Fig. 1: nets reached from selected ports
Scale bar: 20 µm.
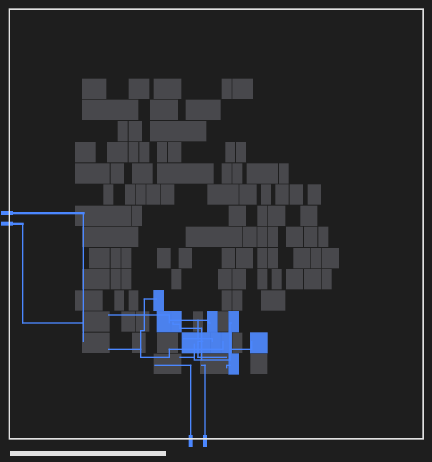
Fig. 2: routed clock nets over the placement
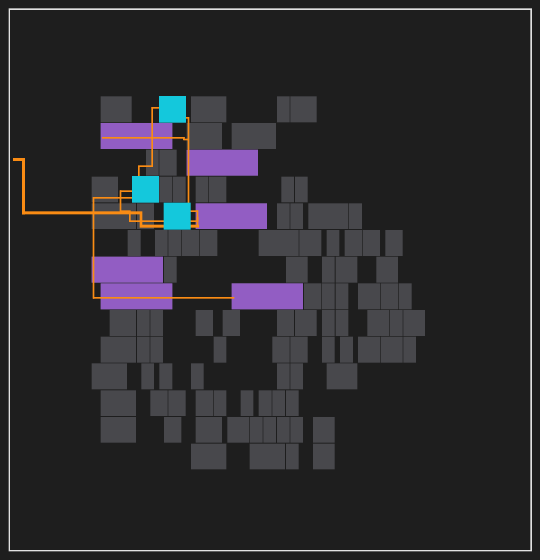
Fig. 3: met1 routing
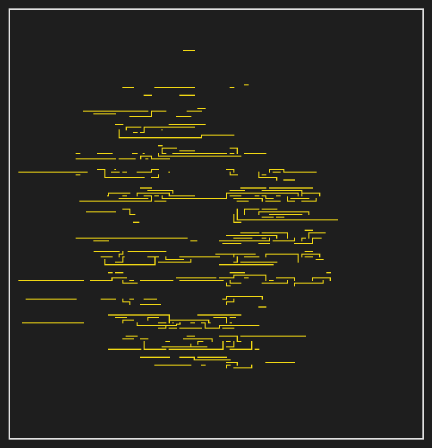
--- src/rtl/ycr2_mem_arb_pkg.sv ---
// Shared types and constants for the ycr2 memory arbiter.
package ycr2_arb_pkg;

    localparam int unsigned YCR2_ARB_NREQ  = 4;
    localparam int unsigned YCR2_ARB_IDX_W = $clog2(YCR2_ARB_NREQ);

    typedef logic [YCR2_ARB_IDX_W-1:0] arb_idx_t;

    typedef enum logic [1:0] {
        StIdle,
        StCmd,
        StData
    } arb_state_e;

endpackage

--- src/rtl/ycr2_mem_arb_if.sv ---
// Request/grant bundle between the requesters/target and the arbiter.
interface ycr2_mem_arb_if;
    import ycr2_arb_pkg::*;

    logic [YCR2_ARB_NREQ-1:0] req;
    logic                     req_ack;
    logic                     lack;
    arb_idx_t                 gnt;
    logic                     gnt_vld;
    logic                     busy;
    logic                     tmo_err;

    // Requesters and target side.
    modport master (
        output req, req_ack, lack,
        input  gnt, gnt_vld, busy, tmo_err
    );

    // Arbiter side.
    modport slave (
        input  req, req_ack, lack,
        output gnt, gnt_vld, busy, tmo_err
    );

endinterface

--- src/rtl/ycr2_rr_pick.sv ---
// Rotating priority encoder: search starts one past last_ptr and wraps.
module ycr2_rr_pick
    import ycr2_arb_pkg::*;
(
    input  logic [YCR2_ARB_NREQ-1:0] req,
    input  arb_idx_t                 last_ptr,
    output arb_idx_t                 winner,
    output logic                     any
);

    arb_idx_t idx;
    logic     found;

    always_comb begin
        winner = '0;
        found  = 1'b0;
        idx    = '0;
        // last_ptr itself is visited last, giving it the lowest priority.
        for (int i = 1; i <= int'(YCR2_ARB_NREQ); i++) begin
            idx = last_ptr + arb_idx_t'(i);
            if (!found && req[idx]) begin
                winner = idx;
                found  = 1'b1;
            end
        end
    end

    assign any = |req;

endmodule

--- src/rtl/ycr2_mem_arb.sv ---
// Round-robin grant FSM for the shared memory path (IDLE -> CMD -> DATA).
// Define YCR2_ARB_TMO_EN to enable the DATA-phase burst timeout watchdog.
module ycr2_mem_arb
    import ycr2_arb_pkg::*;
#(
    parameter int unsigned TMO_W = 8
) (
    input logic           clk,
    input logic           rst_n,
    ycr2_mem_arb_if.slave bus
);

    arb_state_e state_q, state_d;
    arb_idx_t   gnt_q;
    arb_idx_t   last_ptr_q;
    arb_idx_t   winner;
    logic       any;
    logic       tmo_hit;
    logic       done;

    ycr2_rr_pick u_pick (
        .req      (bus.req),
        .last_ptr (last_ptr_q),
        .winner   (winner),
        .any      (any)
    );

`ifdef YCR2_ARB_TMO_EN
    localparam logic [TMO_W-1:0] TMO_LAST = ~TMO_W'(1);

    logic [TMO_W-1:0] tmo_cnt_q;

    always_ff @(posedge clk) begin
        if (!rst_n) begin
            tmo_cnt_q <= '0;
        end else if (state_q == StCmd && state_d == StData) begin
            tmo_cnt_q <= '0;
        end else if (state_q == StData && !bus.lack) begin
            tmo_cnt_q <= tmo_cnt_q + TMO_W'(1);
        end
    end

    // Fires on the cycle whose increment would reach the all-ones count.
    assign tmo_hit = (state_q == StData) && !bus.lack && (tmo_cnt_q == TMO_LAST);
`else
    assign tmo_hit = 1'b0;
`endif

    assign done = (state_q == StCmd  && bus.req_ack && bus.lack) ||
                  (state_q == StData && (bus.lack || tmo_hit));

    always_ff @(posedge clk) begin
        if (!rst_n) begin
            state_q    <= StIdle;
            gnt_q      <= '0;
            last_ptr_q <= arb_idx_t'(YCR2_ARB_NREQ - 1);
        end else begin
            state_q <= state_d;
            if (state_q == StIdle && any) begin
                gnt_q <= winner;
            end
            if (done) begin
                last_ptr_q <= gnt_q;
            end
        end
    end

    always_comb begin
        state_d = state_q;
        unique case (state_q)
            StIdle: begin
                if (any) state_d = StCmd;
            end
            StCmd: begin
                if (bus.req_ack) begin
                    state_d = bus.lack ? StIdle : StData;
                end else if (!bus.req[gnt_q]) begin
                    state_d = StIdle;
                end
            end
            StData: begin
                if (bus.lack || tmo_hit) state_d = StIdle;
            end
            default: state_d = StIdle;
        endcase
    end

    always_comb begin
        bus.gnt     = gnt_q;
        bus.gnt_vld = (state_q != StIdle);
        bus.busy    = (state_q != StIdle);
        bus.tmo_err = tmo_hit;
    end

endmodule

--- src/flat_wrapper.sv ---
// flat-port wrapper written by rule: the top's interface ports become plain ports
module ycr2_mem_arb_flat import ycr2_arb_pkg::*;
#(
    parameter int unsigned TMO_W = 8
)
  (clk, rst_n, bus_req, bus_req_ack, bus_lack, bus_gnt, bus_gnt_vld, bus_busy, bus_tmo_err);
  ycr2_mem_arb_if bus_i ();
  input logic clk;
  input logic rst_n;
  input wire logic [$bits(bus_i.req)-1:0] bus_req;
  input wire logic [$bits(bus_i.req_ack)-1:0] bus_req_ack;
  input wire logic [$bits(bus_i.lack)-1:0] bus_lack;
  output wire logic [$bits(bus_i.gnt)-1:0] bus_gnt;
  output wire logic [$bits(bus_i.gnt_vld)-1:0] bus_gnt_vld;
  output wire logic [$bits(bus_i.busy)-1:0] bus_busy;
  output wire logic [$bits(bus_i.tmo_err)-1:0] bus_tmo_err;
  assign bus_i.req = bus_req;
  assign bus_i.req_ack = bus_req_ack;
  assign bus_i.lack = bus_lack;
  assign bus_gnt = bus_i.gnt;
  assign bus_gnt_vld = bus_i.gnt_vld;
  assign bus_busy = bus_i.busy;
  assign bus_tmo_err = bus_i.tmo_err;
  ycr2_mem_arb #(.TMO_W(TMO_W)) u_core (.clk(clk), .rst_n(rst_n), .bus(bus_i));
endmodule
--- config.mk ---
export PLATFORM = sky130hd
export DESIGN_NAME = ycr2_mem_arb_flat
export DESIGN_NICKNAME = d
export VERILOG_FILES = /design/src/rtl/ycr2_mem_arb_pkg.sv /design/src/rtl/ycr2_mem_arb_if.sv /design/src/rtl/ycr2_rr_pick.sv /design/src/rtl/ycr2_mem_arb.sv /design/src/flat_wrapper.sv
export SDC_FILE = /design/constraint.sdc
export NUM_CORES = 1
export LEC_CHECK = 0
export ABC_AREA = 1
export CAP_MARGIN = 40
export CORE_AREA = 8 8 45 47
export DETAILED_ROUTE_END_ITERATION = 10
export DIE_AREA = 0 0 53 55
export GPL_ROUTABILITY_DRIVEN = 1
export GPL_TIMING_DRIVEN = 0
export MAX_ROUTING_LAYER = met4
export PLACE_DENSITY = 0.66
export SETUP_SLACK_MARGIN = 0.5
export SYNTH_ARGS = -nofsm -noshare
export SYNTH_HDL_FRONTEND = slang
export SYNTH_SLANG_ARGS = --single-unit
--- constraint.sdc ---
create_clock -name clk -period 2.3 [get_ports clk]
set_input_delay 0.345 -clock clk [delete_from_list [all_inputs] [get_ports clk]]
set_output_delay 0.345 -clock clk [all_outputs]
set_load 0.03 [all_outputs]
==> impl_metrics.json <==
{
  "run_status": "finished, final reports clean",
  "die_area_mm2": 0.002915,
  "drc": 0,
  "layout.area.seq_um2": 120.1,
  "post-place-ws_ns": 0.5932,
  "synthesis.area_um2": 526.8,
  "power.internal_mw": 0.2390,
  "log_warnings": 26,
  "globalRouteTotalUtil_pct": 10.60,
  "final.period_utilization_pct": 72.87,
  "crit_path_top_delay_cell": "sky130_fd_sc_hd__clkdlybuf4s50_1",
  "worstHoldPathCells": 2,
  "gr-usage-met2_pct": 17.97,
  "cts.clk_slew.worst_paths_ns": 0.05,
  "endpoint": "bus_gnt[1]",
  "place_area_um2": 656.9,
  "source_of_the_worst_register_to_register_timing_path": "u_core.last_ptr_q[0]",
  "top_layer": "met4",
  "crit_path_cell_trace": "clkdlybuf4s50_1",
  "yosys.cell_types.count": 20,
  "logic_area_um2": 330.3,
  "grt_setup_unrepaired": "false",
  "routed_via_density": 4.908,
  "well_tap_count": 16,
  "instances_no_fill": 120,
  "clock_path_buffers": 2,
  "critical_path_class": "register to primary output",
  "synth.comb.largest_family": "simple AND/OR/NAND/NOR gates",
  "met3_track_demand_over_resource_pct": 2.941,
  "number_of_global_route_vias_before_repair": 543,
  "drt_first_iter_violations": 11,
  "flops": 6,
  "final_design_area_no_fill_um2": 683.2,
  "critPathLaunch": "u_core.bus.gnt[1]",
  "dp_hpwl_um": 1078,
  "cts_num_sinks": 6
}
Notes on Fig. 1 above:
| colour | port | direction | end cells | buffers | wire |
|---|---|---|---|---|---|
| blue | `bus_req` | input | 11 | 4 | 150 µm |
Top Ports: 13
Port Buf Inserts: 11

Notes on Fig. 2 above:
[orange] clock wires | length: 103 µm
[cyan] cells driving clock nets | count: 3
[purple] flip-flops | count: 6
routed clock nets: 4

Notes on Fig. 3 above:
main direction: horizontal
wire length on this layer: 610 µm
longest straight run: 14.3 µm
share of all routed wire: 47%
nets with wire on the layer: 105

[flip-flops by register name, summed over array words and instances (netlist names)]
name / flops
u_core.bus.gnt: 2
u_core.state_q: 2
u_core.last_ptr_q: 2
[cells in the mapped netlist]
cell type                  instances  area share [%]
sky130_fd_sc_hd__a211oi_1          1             1.4
sky130_fd_sc_hd__a21oi_1           4             3.8
sky130_fd_sc_hd__conb_1            1            0.71
sky130_fd_sc_hd__nand3_1           7             6.7
sky130_fd_sc_hd__nor2_1            7             5.0
sky130_fd_sc_hd__o21ai_0           7             6.7
sky130_fd_sc_hd__nor3_1            1            0.95
sky130_fd_sc_hd__inv_1            10             7.1
sky130_fd_sc_hd__dfxtp_1           6              23
sky130_fd_sc_hd__inv_6             1             1.7
sky130_fd_sc_hd__nand2_1          26              19
sky130_fd_sc_hd__nor2_4            1             2.1
sky130_fd_sc_hd__nand2_2           8             9.5
sky130_fd_sc_hd__buf_4             2             2.8
sky130_fd_sc_hd__buf_6             1             2.1
sky130_fd_sc_hd__o211ai_1          1             1.4
sky130_fd_sc_hd__inv_2             1            0.71
sky130_fd_sc_hd__nand4_1           3             3.6
sky130_fd_sc_hd__nor4_1            1             1.2
sky130_fd_sc_hd__and2_1            1             1.2
[power by group through the flow]
stage | logic [mW] | registers, mW | clock network [mW]
2_1_floorplan | 0.104 | 0.136 | 0
3_5_place_dp | 0.166 | 0.128 | 0
3_3_place_gp | 0.164 | 0.128 | 0
4_1_cts | 0.165 | 0.126 | 0.0983
5_1_grt | 0.182 | 0.128 | 0.106
6_report | 0.163 | 0.126 | 0.0948
[timing repair]
action                     4_1_cts  5_1_grt
pin swaps                        0        0
gates resized                    1        2
setup endpoints to repair        1        2
